## config.mk

```make
export PLATFORM = sky130hd
export DESIGN_NAME = branch_predictor_scheduler
export DESIGN_NICKNAME = d
export VERILOG_FILES = /design/src/rtl/branch_predictor_scheduler.sv
export SDC_FILE = /design/constraint.sdc
export NUM_CORES = 1
export LEC_CHECK = 0
export CAP_MARGIN = 15
export CORE_MARGIN = 4
export CORE_UTILIZATION = 25
export DETAILED_ROUTE_END_ITERATION = 8
export PLACE_DENSITY = 0.45
export SLEW_MARGIN = 15
export SYNTH_ARGS = -nofsm -noshare
export SYNTH_HDL_FRONTEND = slang
export SYNTH_SLANG_ARGS = --single-unit
```

## constraint.sdc

```tcl
create_clock -name clk -period 2.84 [get_ports clk]
set_clock_uncertainty 0.05 [all_clocks]
set_input_delay 0.568 -clock clk [delete_from_list [all_inputs] [get_ports clk]]
set_output_delay 0.568 -clock clk [all_outputs]
set_load 0.01 [all_outputs]
```

## src/rtl/branch_predictor_scheduler.sv

```systemverilog
// Arbitrates a single-ported 1-bit branch history table between fetch lookups
// and FIFO-buffered resolve updates, with bounded starvation and hit/miss stats.
module branch_predictor_scheduler #(
  parameter int ADDR_W       = 4,
  parameter int FIFO_DEPTH   = 4,
  parameter int STARVE_LIMIT = 3,
  parameter int CNT_W        = 16
) (
  input  logic                          clk,
  input  logic                          rst,
  input  logic                          lk_valid,
  input  logic [ADDR_W-1:0]             lk_addr,
  output logic                          lk_ready,
  output logic                          rsp_valid,
  output logic                          rsp_pred,
  input  logic                          up_valid,
  input  logic [ADDR_W-1:0]             up_addr,
  input  logic                          up_taken,
  input  logic                          up_pred,
  output logic                          up_ready,
  output logic                          tbl_en,
  output logic                          tbl_we,
  output logic [ADDR_W-1:0]             tbl_addr,
  output logic                          tbl_wdata,
  input  logic                          tbl_rdata,
  output logic [$clog2(FIFO_DEPTH):0]   fifo_level,
  output logic [CNT_W-1:0]              hit_count,
  output logic [CNT_W-1:0]              miss_count
);

  localparam int PTR_W = $clog2(FIFO_DEPTH);
  localparam int LVL_W = PTR_W + 1;
  localparam int SC_W  = $clog2(STARVE_LIMIT + 1);

  typedef struct packed {
    logic [ADDR_W-1:0] addr;
    logic              taken;
  } entry_t;

  entry_t            mem [FIFO_DEPTH];
  entry_t            head;
  logic [PTR_W-1:0]  rd_ptr, wr_ptr;
  logic [SC_W-1:0]   starve_cnt;
  logic [ADDR_W-1:0] addr_q;
  logic              wdata_q;
  logic              full, empty, lk_ok, grant_lk, grant_up, push, pop;

  assign full  = (fifo_level == LVL_W'(FIFO_DEPTH));
  assign empty = (fifo_level == '0);
  assign lk_ok = lk_valid && (starve_cnt < SC_W'(STARVE_LIMIT));
  assign head  = mem[rd_ptr];

  // A full FIFO outranks lookups so resolve can never be blocked indefinitely.
  assign grant_up = rst && (full || (!empty && !lk_ok));
  assign grant_lk = rst && !full && lk_ok;
  assign pop      = grant_up;

  assign up_ready = rst && !full;
  assign push     = up_valid && up_ready;
  assign lk_ready = grant_lk;
  assign tbl_en   = grant_lk || grant_up;
  assign tbl_we   = grant_up;
  assign rsp_pred = rsp_valid && tbl_rdata;

  // NOTE: every output of an always_comb gets a default first, so no path can infer a latch.
  always_comb begin
    tbl_addr  = addr_q;
    tbl_wdata = wdata_q;
    if (grant_lk) begin
      tbl_addr = lk_addr;
    end else if (grant_up) begin
      tbl_addr  = head.addr;
      tbl_wdata = head.taken;
    end
  end

  // NOTE: FIFO storage is left unreset; validity is tracked by the level and pointers alone.
  always_ff @(posedge clk) begin
    if (push) mem[wr_ptr] <= '{addr: up_addr, taken: up_taken};
  end

  // NOTE: state registers use non-blocking assignments so every flop samples pre-edge values.
  always_ff @(posedge clk or negedge rst) begin
    if (!rst) begin
      rd_ptr     <= '0;
      wr_ptr     <= '0;
      fifo_level <= '0;
      starve_cnt <= '0;
      rsp_valid  <= 1'b0;
      addr_q     <= '0;
      wdata_q    <= 1'b0;
      hit_count  <= '0;
      miss_count <= '0;
    end else begin
      rsp_valid <= grant_lk;
      addr_q    <= tbl_addr;
      wdata_q   <= tbl_wdata;

      if (push) wr_ptr <= wr_ptr + 1'b1;
      if (pop)  rd_ptr <= rd_ptr + 1'b1;
      case ({push, pop})
        2'b10:   fifo_level <= fifo_level + 1'b1;
        2'b01:   fifo_level <= fifo_level - 1'b1;
        default: fifo_level <= fifo_level;
      endcase

      if (grant_up || empty)
        starve_cnt <= '0;
      else if (grant_lk && starve_cnt != SC_W'(STARVE_LIMIT))
        starve_cnt <= starve_cnt + 1'b1;

      if (push) begin
        if (up_pred == up_taken) begin
          if (hit_count != '1) hit_count <= hit_count + 1'b1;
        end else begin
          if (miss_count != '1) miss_count <= miss_count + 1'b1;
        end
      end
    end
  end

endmodule

```

==> GITHUB_STEP_SUMMARY, run 1 <==
### Metrics collected by this job

| Metric | Value |
|---|---|
| Busiest layer in global routing | met2 |
| H-tree depth | 3 |
| Log Warnings | 30 |
| Clk buf depth | 2 |
| Initial DRC count | between 90 and 100 |
| Distinct lib cells used | 43 |
| Die Ht | around 120 um |
| Die Footprint | roughly 14000 um2 |
| Area leader share | 0.3832 |
| Avg WL per Cell | ~14 um |
| Layout cells sized above 1 | 0.1873 |
| Worst-path fanout max | 4 |
| Critical path arrival | 2.12 ns |
| M3 GR Usage | 0.03254 |
| Slew Limit Headroom | 0.6818 |
| VDD IR-drop max | about 0.00028 V |
| CTS tree | yes |
| Adder share | 0.03914 |
| Non-filler cells, final | between 400 and 500 |
| First-pass GRT wire length | roughly 11000 um |
| Synthesized area per cell | 12.68 um2 |
| Top non-seq family | simple AND/OR/NAND/NOR gates |
| Number of antenna diodes | 0 |
| Worst-path clk slew | 0.05 ns |
| Setup Viol. Count Final | 0 |
| I/O pin total | approximately 61 |
| Synth Area in Simple Gates | 0.1680 |
| GPL Wtd Cong | 0.7273 |
| Tightest Hold Check Type | in2async |
| Final number of hold-violating endpoints | 0 |
| Minimum clock period | 2.741 ns |
| Leak | 1.765 nW |
| Nature of the critical path endpoint | output pin |
| # nets final | between 300 and 400 |
| FFs w/ async S/R, synth | 0.7015 |
| Outcome | finished, final reports clean |
| Ao+oa area frac | 0.02568 |
| DR pass1 iterations | 4 |
| Largest net degree at the start of global routing | 36 |
| Via count | slightly above 2000 |
| Final wirelength | between 6000 and 7000 um |
| Antenna-violating nets left | 0 |
| Critical Path RT | roughly 2.2 ns |
| Placed Cells | 460 |
[run 1: metrics by stage]
stage / utilization / setup slack, ns
final: 0.3583 / 0.09871
after global routing: 0.3583 / 0.0006544
after CTS: 0.3569 / -0.008402
after detailed placement: 0.3281 / -0.2655
after global placement: 0.3281 / -0.2430
after floorplan: - / 0.5158
[run 1: registers in the layout, indices dropped and copies added (netlist names)]
signal and flops:
starve_cnt 2, rsp_valid 1, miss_count 16, wr_ptr 2, fifo_level 3, hit_count 16
wdata_q 1, mem 20, addr_q 4, rd_ptr 2
[run 1: logic make-up after synthesis]
family,Yosys count
and+or+nand+nor,91
DFF,67
xor gates and xnor gates,34
muxes,15
AOI/OAI and AO/OA,13
buffers and inverters,13
adders and majority gates,9
[run 1: area by class of cell]
class / count / area, um2 / area share
tap: 147 / 183.9 / 0.04273
sequential: 67 / 1777 / 0.4128
timing repair buffer: 78 / 730.7 / 0.1698
multi-input combinational: 162 / 1265 / 0.2939
inverter: 8 / 30.03 / 0.006977
clock inverter: 7 / 92.59 / 0.02151
clock buffer: 9 / 225.2 / 0.05233
[run 1: cell usage in the layout, fill, tap and decap left out, types with 2 or more instances in the layout]
cell	count
clkdlybuf4s50_1	54
dfrtp_1	47
xnor2_1	25
edfxtp_1	20
nand2_1	18
buf_4	17
nor2_1	14
nand3_1	13
nand4_1	12
xor2_1	9
clkbuf_16	9
ha_1	8
inv_1	7
and3_1	7
and2_1	7
mux4_2	5
mux2i_1	4
mux2_2	4
nor3b_1	3
o21ai_0	3
clkdlybuf4s15_2	3
a21oi_1	2
a21oi_2	2
and4_2	2
nand2b_1	2
bufinv_16	2
clkinvlp_4	2
buf_2	2
[run 1: repair_timing]
item,4_1_cts,5_1_grt
gates resized,15,8
endpoints found under the hold margin,1,0
pin swaps,5,2
setup buffers,1,0
gates cloned,0,0
hold buffers,1,0
endpoints found under the setup margin,7,7
[run 1: final timing paths]
check / start / end / slack, ns / cells past startpoint
max in group asynchronous: rst / starve_cnt[1]$_DFFE_PN0P_ / 2.07 / 2
min in group clk: wdata_q$_DFF_PN0_ / wdata_q$_DFF_PN0_ / 0.44 / 1
max reg2reg: fifo_level[0]$_DFFE_PN0P_ / fifo_level[2]$_DFFE_PN0P_ / 0.62 / 9
min reg2reg: wdata_q$_DFF_PN0_ / wdata_q$_DFF_PN0_ / 0.44 / 1
min: rst / rd_ptr[1]$_DFFE_PN0P_ / 0.16 / 2
max: lk_valid / tbl_addr[2] / 0.1 / 9
[run 1: critical path, stage by stage]
cell and delay (ns):
clkdlybuf4s50_1 0.45, nor2b_4 0.14, o21ai_2 0.06, nand3_1 0.12, inv_2 0.07, buf_4 0.16, mux2i_1 0.11, a21oi_1 0.18
clkdlybuf4s15_2 0.25
[run 1: per-layer routing]
metal	vias to the layer above	share of wire
met1	1009	0.47
met3	8	0.040
met4	0	0.015
met5	-	0
li1	1024	-
met2	36	0.47
[run 1: where the power goes]
| group | leakage, nW | internal, mW | switching [mW] |
|---|---|---|---|
| logic | 0.823 | 0.609 | 0.474 |
| registers | 0.793 | 1.19 | 0.160 |
| clock network | 0.149 | 0.765 | 0.414 |
| total | 1.77 | 2.56 | 1.05 |
==> run_1/floorplan.png <==
The bar under the picture is 20 um long. Pins as bars on the die edge.
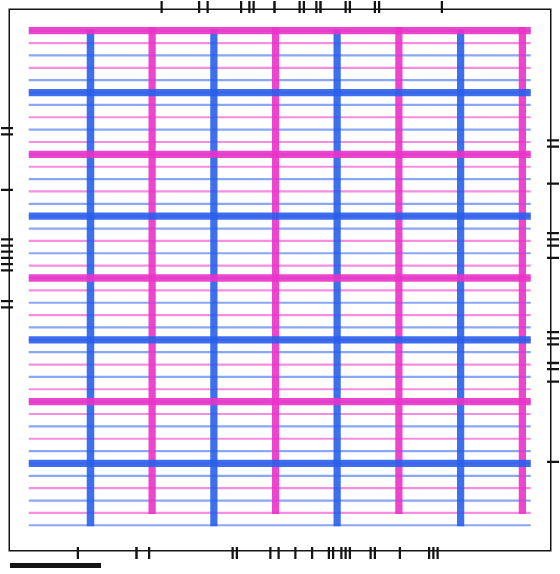
| net | color |
|---|---|
| VDD | magenta |
| VSS | blue |
rows: 40
signal pins: 61
met1 rails: 41

==> run_1/class_map.png <==
The bar under the picture is 20 um long.
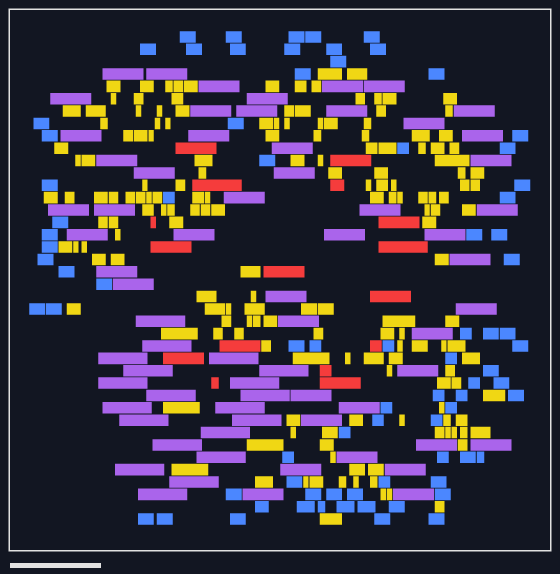
| class | color | cells |
|---|---|---|
| remaining buffers and delay cells | blue | 78 |
| remaining logic cells | yellow | 170 |
| sequential cells | purple | 67 |
| clock drivers and dummy loads | red | 16 |
core area: 12010 um2
final core occ: 0.3583
Std-Cell Rows: 40

==> run_1/clock_wires.png <==
The bar under the picture is 20 um long.
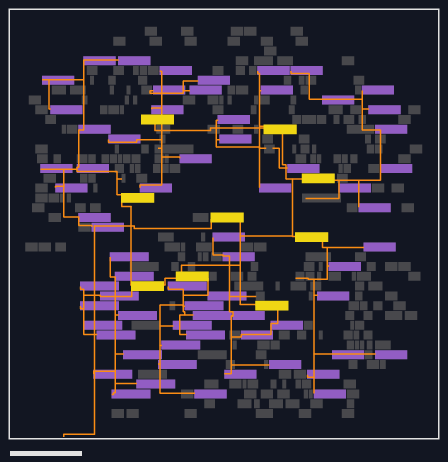
[clock-net drivers] yellow | count: 9
[flip-flops] purple | count: 67
[clock wires] orange | length: 1010 um
routed clock nets: 10
Clock Power Share: 0.327
Clk. pwr: 1.18 mW

==> inputs of run 2 (changes only) <==
MAX_ROUTING_LAYER = met4   (was unset)
==> run_2/placed.png <==
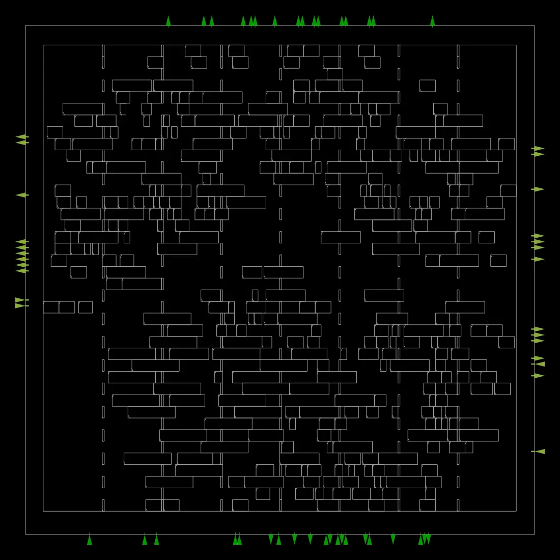
Seq/total area: 0.4128
non-filler cells, final: 478
n_taps: 147

==> run_2/class_map.png <==
The bar under the picture is 20 um long.
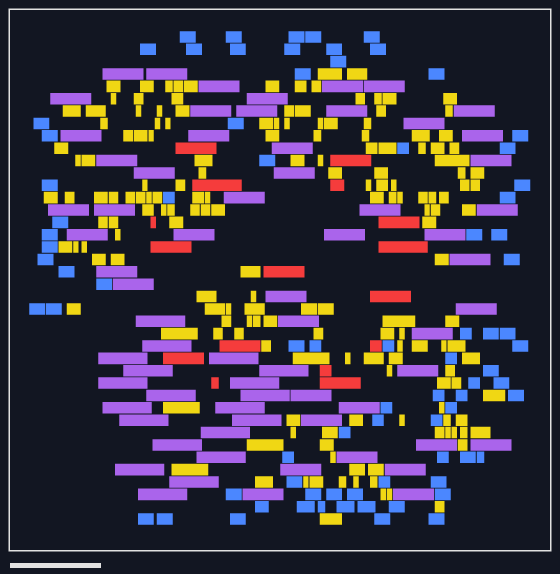
| class | color | cells |
|---|---|---|
| remaining logic cells | yellow | 170 |
| sequential cells | purple | 67 |
| clock drivers and dummy loads | red | 16 |
| remaining buffers and delay cells | blue | 78 |

==> GITHUB_STEP_SUMMARY, run 2 <==
### Metrics collected by this job

| Metric | Value |
|---|---|
| First-pass GRT wire length | 11250 um (about the same) |
| Distinct lib cells used | 43 (unchanged) |
| DR pass1 iterations | 4 (unchanged) |
| Log Warnings | 30 (unchanged) |
| Final number of hold-violating endpoints | 0 (unchanged) |
| Top non-seq family | simple AND/OR/NAND/NOR gates |
| Worst-path clk slew | 0.05 ns (about the same) |
| FFs w/ async S/R, synth | 0.7015 (unchanged) |
| Minimum clock period | 2.740 ns (-0.001745 ns) |
| Antenna-violating nets left | 0 (unchanged) |
| Outcome | finished, final reports clean |
| Final core occ | 0.3583 (unchanged) |
| Most instantiated logic cells after routing | clkdlybuf4s50_1, dfrtp_1, xnor2_1 |
| Most frequent logic cell in the layout | clkdlybuf4s50_1 |
| Critical Path RT | 2.22 ns (about the same) |
| Std-Cell Rows | 40 (unchanged) |
| Slew Limit Headroom | 0.6839 (+0.002019) |
| Die Ht | 118.8 um (unchanged) |
| Worst-path fanout max | 4 (unchanged) |
| Flop2flop setup slack | 0.62 ns (about the same) |
| Largest net degree at the start of global routing | 36 (unchanged) |
| I/O pin total | 61 (unchanged) |
| Nature of the critical path endpoint | output pin |
| Worst R2R End | fifo_level[2]$_DFFE_PN0P_ |
| Number of antenna diodes | 0 (unchanged) |
| Core area | 12010 um2 (unchanged) |
| Setup Viol. Count Final | 0 (unchanged) |
| # nets final | 350 (unchanged) |
| Adder share | 0.03914 (unchanged) |
==> run 2: area by class of cell <==
cell class                      count  area, um2  area share
Multi-Input combinational cell    162       1265      0.2939
Clock inverter                      7      92.59     0.02151
Inverter                            8      30.03    0.006977
Timing Repair Buffer               78      730.7      0.1698
Sequential cell                    67       1777      0.4128
Tap cell                          147      183.9     0.04273
Clock buffer                        9      225.2     0.05233
==> run 2: cell families after synthesis <==
kind of cell,Yosys count
fa+ha+maj,9
compound gates,13
mux,15
simple gates,91
xor+xnor,34
flops,67
buf+inv,13
==> run 2: worst max path at each step <==
stage,from,to,depth (start not counted)
floorplan,fifo_level[0]$_DFFE_PN0P_,fifo_level[2]$_DFFE_PN0P_,10
global placement,lk_valid,tbl_addr[0],8
detailed placement,lk_valid,tbl_addr[0],8
CTS,lk_valid,tbl_addr[1],9
global route,lk_valid,tbl_addr[1],9
finish,lk_valid,tbl_addr[2],9
==> run 2: critical path, stage by stage <==
cell,delay (ns)
clkdlybuf4s50_1,0.45
nor2b_4,0.14
o21ai_2,0.06
nand3_1,0.12
inv_2,0.07
buf_4,0.16
mux2i_1,0.11
a21oi_1,0.18
clkdlybuf4s15_2,0.25
==> run 2: per-stage QoR <==
| stage | instance area (um2) | std cells | hold WS (ns) | TNS [ns] |
|---|---|---|---|---|
| 6_report | 4304 | 478 | 0.1653 | 0 |
| 5_1_grt | 4304 | 478 | 0.1939 | 0 |
| 4_1_cts | 4287 | 478 | 0.1534 | -0.01703 |
| 3_5_place_dp | 3941 | 460 | 0.3325 | -1.117 |
| 3_3_place_gp | 3941 | 460 | 0.3411 | -1.088 |
| 2_1_floorplan | 3069 | 242 | 0.2224 | 0 |
==> run 2: report_power, final <==
part	total [mW]	switching, mW	internal [mW]
Clock	1.18	0.413	0.765
Sequential	1.35	0.160	1.19
Combinational	1.08	0.474	0.609
Total	3.61	1.05	2.56
==> run 2: repair_timing <==
| action | 4_1_cts | 5_1_grt |
|---|---|---|
| hold buffers | 1 | 0 |
| setup buffers | 1 | 0 |
| pin swaps | 5 | 2 |
| endpoints found under the hold margin | 1 | 0 |
| resized | 15 | 8 |
| endpoints found under the setup margin | 7 | 7 |
==> run 2: layer usage <==
layer,wire (um),vias up,track usage,share of wire
met5,0,-,-,0
met4,120,0,0.04562,0.018
met3,215,9,0.02536,0.032
met2,3165,35,0.1552,0.48
met1,3159,1005,0.1322,0.47
li1,-,1023,-,-
==> inputs of run 3 (changes only) <==
CORE_UTILIZATION = 50   (was 25)
PLACE_DENSITY = 0.78   (was 0.45)
SLEW_MARGIN = 20   (was 15)
==> run_3/floorplan.png <==
The bar under the picture is 20 um long. Pins as bars on the die edge.
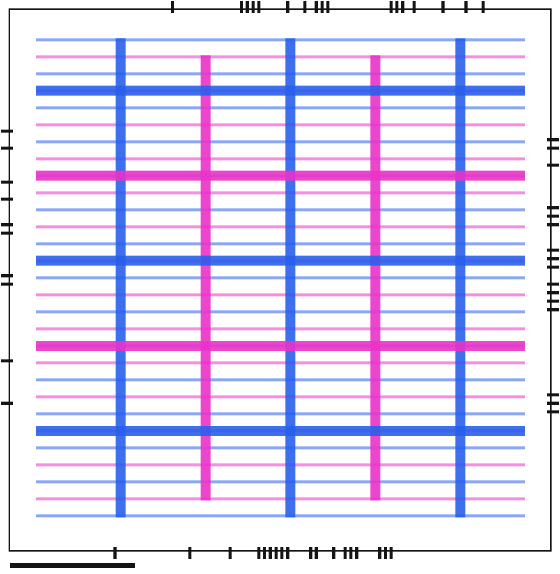
| net | color |
|---|---|
| VDD | magenta |
| VSS | blue |
rows: 28
met4 straps: 5
signal pins: 61

==> run_3/layers.png <==
Only two layers are drawn.
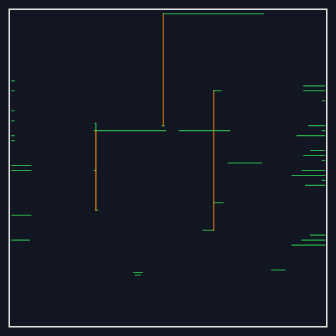
| layer | color | wire length |
|---|---|---|
| M3 | green | 188 um |
| M4 | orange | 90.4 um |

==> GITHUB_STEP_SUMMARY, run 3 <==
### Metrics collected by this job

| Metric | Value |
|---|---|
| FFs w/ async S/R, synth | 0.7015 (unchanged) |
| Synth Register Bits | about 67 |
| Number of antenna diodes | 0 (unchanged) |
| Final wirelength | 5943 um |
| Critical Path RT | 2.22 ns (about the same) |
| # nets final | 346 (-1.1%) |
| Leak | around 1.7 nW |
| Slew Limit Headroom | 0.7193 (+0.03541) |
| Most instantiated logic cells after routing | clkdlybuf4s50_1, dfrtp_1, xnor2_1 |
| Distinct lib cells used | 43 (unchanged) |
| Setup Viol. Count Final | 0 (unchanged) |
| CTS Hold Bufs | 0 (-1) |
| Worst hold margin | 0.04325 ns (-0.1220 ns) |
| Area leader share | 0.3832 |
| GPL Wtd Cong | 0.7631 |
| Via count | between 2000 and 2500 |
| Most frequent logic cell in the layout | clkdlybuf4s50_1 |
| IO Port Bufs | approximately 60 |
| Antenna-violating nets left | 0 (unchanged) |
| First-pass GRT wire length | 9729 um (-13%) |
| Max stage delay on crit path | 0.45 ns (about the same) |
| Minimum clock period | 2.745 ns (+0.005726 ns) |
| CP bufs+invs | 4 (unchanged) |
| DR pass1 iterations | 4 (unchanged) |
| Nature of the critical path endpoint | output pin |
| Final number of hold-violating endpoints | 0 (unchanged) |
| Log Warnings | 30 (unchanged) |
| Worst-path clk slew | 0.07 ns (+0.02 ns) |
| Core area | 5956 um2 (-50%) |
| Worst-path fanout max | 6 (+2) |
| Crit path cell chain | clkdlybuf4s50_1 > nor2b_2 > o21ai_2 > nand3_2 > inv_4 > buf_4 > mux2i_1 > a21oi_1 > clkdlybuf4s15_2 |
| Slowest cell on crit path | clkdlybuf4s50_1 |
| Std-Cell Rows | 28 (-30%) |
| Top cells by count, synth | dfrtp_1, xnor2_1, edfxtp_1, nand2_1, nor2_1 |
| I/O pin total | 61 (unchanged) |
| Outcome | finished, final reports clean |
| Congestion Overflow GR | 0 |
| Layout cells sized above 1 | 0.1621 |
| Final core occ | 0.6723 (+0.3139) |
| Largest net degree at the start of global routing | 35 (-2.8%) |
| Critical Path Source Type | input port |
| Die Ht | 86.35 um (-27%) |
| Top delay family on crit path | buffers and inverters |
| Pwr per Cell Area | between 700 and 800 nW/um2 |
==> run 3: cell types whose count changed in the layout (fill, tap and decap cells not counted), sizes merged <==
cell,previous run,this run
buf,19,16
bufinv,2,0
clkbuf,9,11
clkdlybuf4s50,54,53
clkinv,3,5
clkinvlp,2,0
dlygate4sd2,1,2
dlygate4sd3,1,0
==> run 3: repair_timing <==
action,CTS,global route
endpoints found under the setup margin,5,6
resized,17,5
pin swaps,2,2
setup buffers,2,1
gates cloned,0,0
==> run 3: layout make-up <==
type / instances / area, um2
multi-input cells: 162 / 1252
clock inverters: 5 / 20.02
clock buffers: 11 / 131.4
inverters: 8 / 32.53
fillers: 487 / 1952
repair buffers: 74 / 695.7
well taps: 75 / 93.84
flip-flops and latches: 67 / 1778
==> run 3: power breakdown <==
group / leakage, nW / total, mW / switching (mW) / internal, mW
Combinational: 0.796 / 1.00 / 0.435 / 0.568
Clock: 0.0773 / 0.627 / 0.323 / 0.304
Sequential: 0.792 / 1.38 / 0.188 / 1.19
Total: 1.67 / 3.01 / 0.947 / 2.06
==> run 3: worst register-to-register path, stage by stage (launching register included) <==
cell and delay, ns:
dfrtp_1 0.39, buf_4 0.16, o21ai_2 0.17, nand3_2 0.13, inv_4 0.08, buf_4 0.16
buf_4 0.12, ha_1 0.16, inv_1 0.06, fa_1 0.37, xor2_1 0.15, nor2_1 0.11
xor2_1 0.16
==> run 3: logic make-up after synthesis <==
family                   count (synthesis)  synth area share
multiplexers                            15           0.07256
flip-flops                              67            0.5789
AND-OR/OR-AND                           13           0.02569
AND/OR/NAND/NOR                         91            0.1680
XOR/XNOR                                34           0.09703
buffers and inverters                   13           0.01875
adder cells (fa/ha/maj)                  9           0.03914
==> run 3: worst paths after layout <==
kind	slack [ns]	depth (start not counted)	from	to
max in group asynchronous	1.85	3	rst	fifo_level[0]$_DFFE_PN0P_
worst min register to register	0.46	1	miss_count[14]$_DFFE_PN0P_	miss_count[14]$_DFFE_PN0P_
worst min-delay path	0.04	1	rst	starve_cnt[1]$_DFFE_PN0P_
worst max register to register	0.49	12	fifo_level[0]$_DFFE_PN0P_	fifo_level[2]$_DFFE_PN0P_
min in group clk	0.46	1	miss_count[14]$_DFFE_PN0P_	miss_count[14]$_DFFE_PN0P_
worst max-delay path	0.09	9	lk_valid	tbl_addr[0]
==> run 3: layer usage <==
metal	vias up	wire, um	global-route usage
li1	1020	-	-
met1	1044	2758	0.2208
met2	45	2907	0.2761
met3	9	187	0.02852
met4	0	90	0.05949
met5	-	0	-
==> run 3: through the flow <==
step | total power, mW | setup TNS (ns) | cell area [um2] | std cells | setup WS, ns
after CTS | 3.033 | -0.01382 | 3979 | 401 | -0.01382
after floorplan | 1.910 | 0 | 3069 | 242 | 0.5158
after global routing | 3.208 | -0.001464 | 4004 | 402 | -0.001464
final | 3.007 | 0 | 4004 | 402 | 0.09473
after detailed placement | 2.407 | -1.070 | 3814 | 383 | -0.2616
after global placement | 2.362 | -0.8057 | 3814 | 383 | -0.1820
Power is estimated from default activity; no workload was simulated.
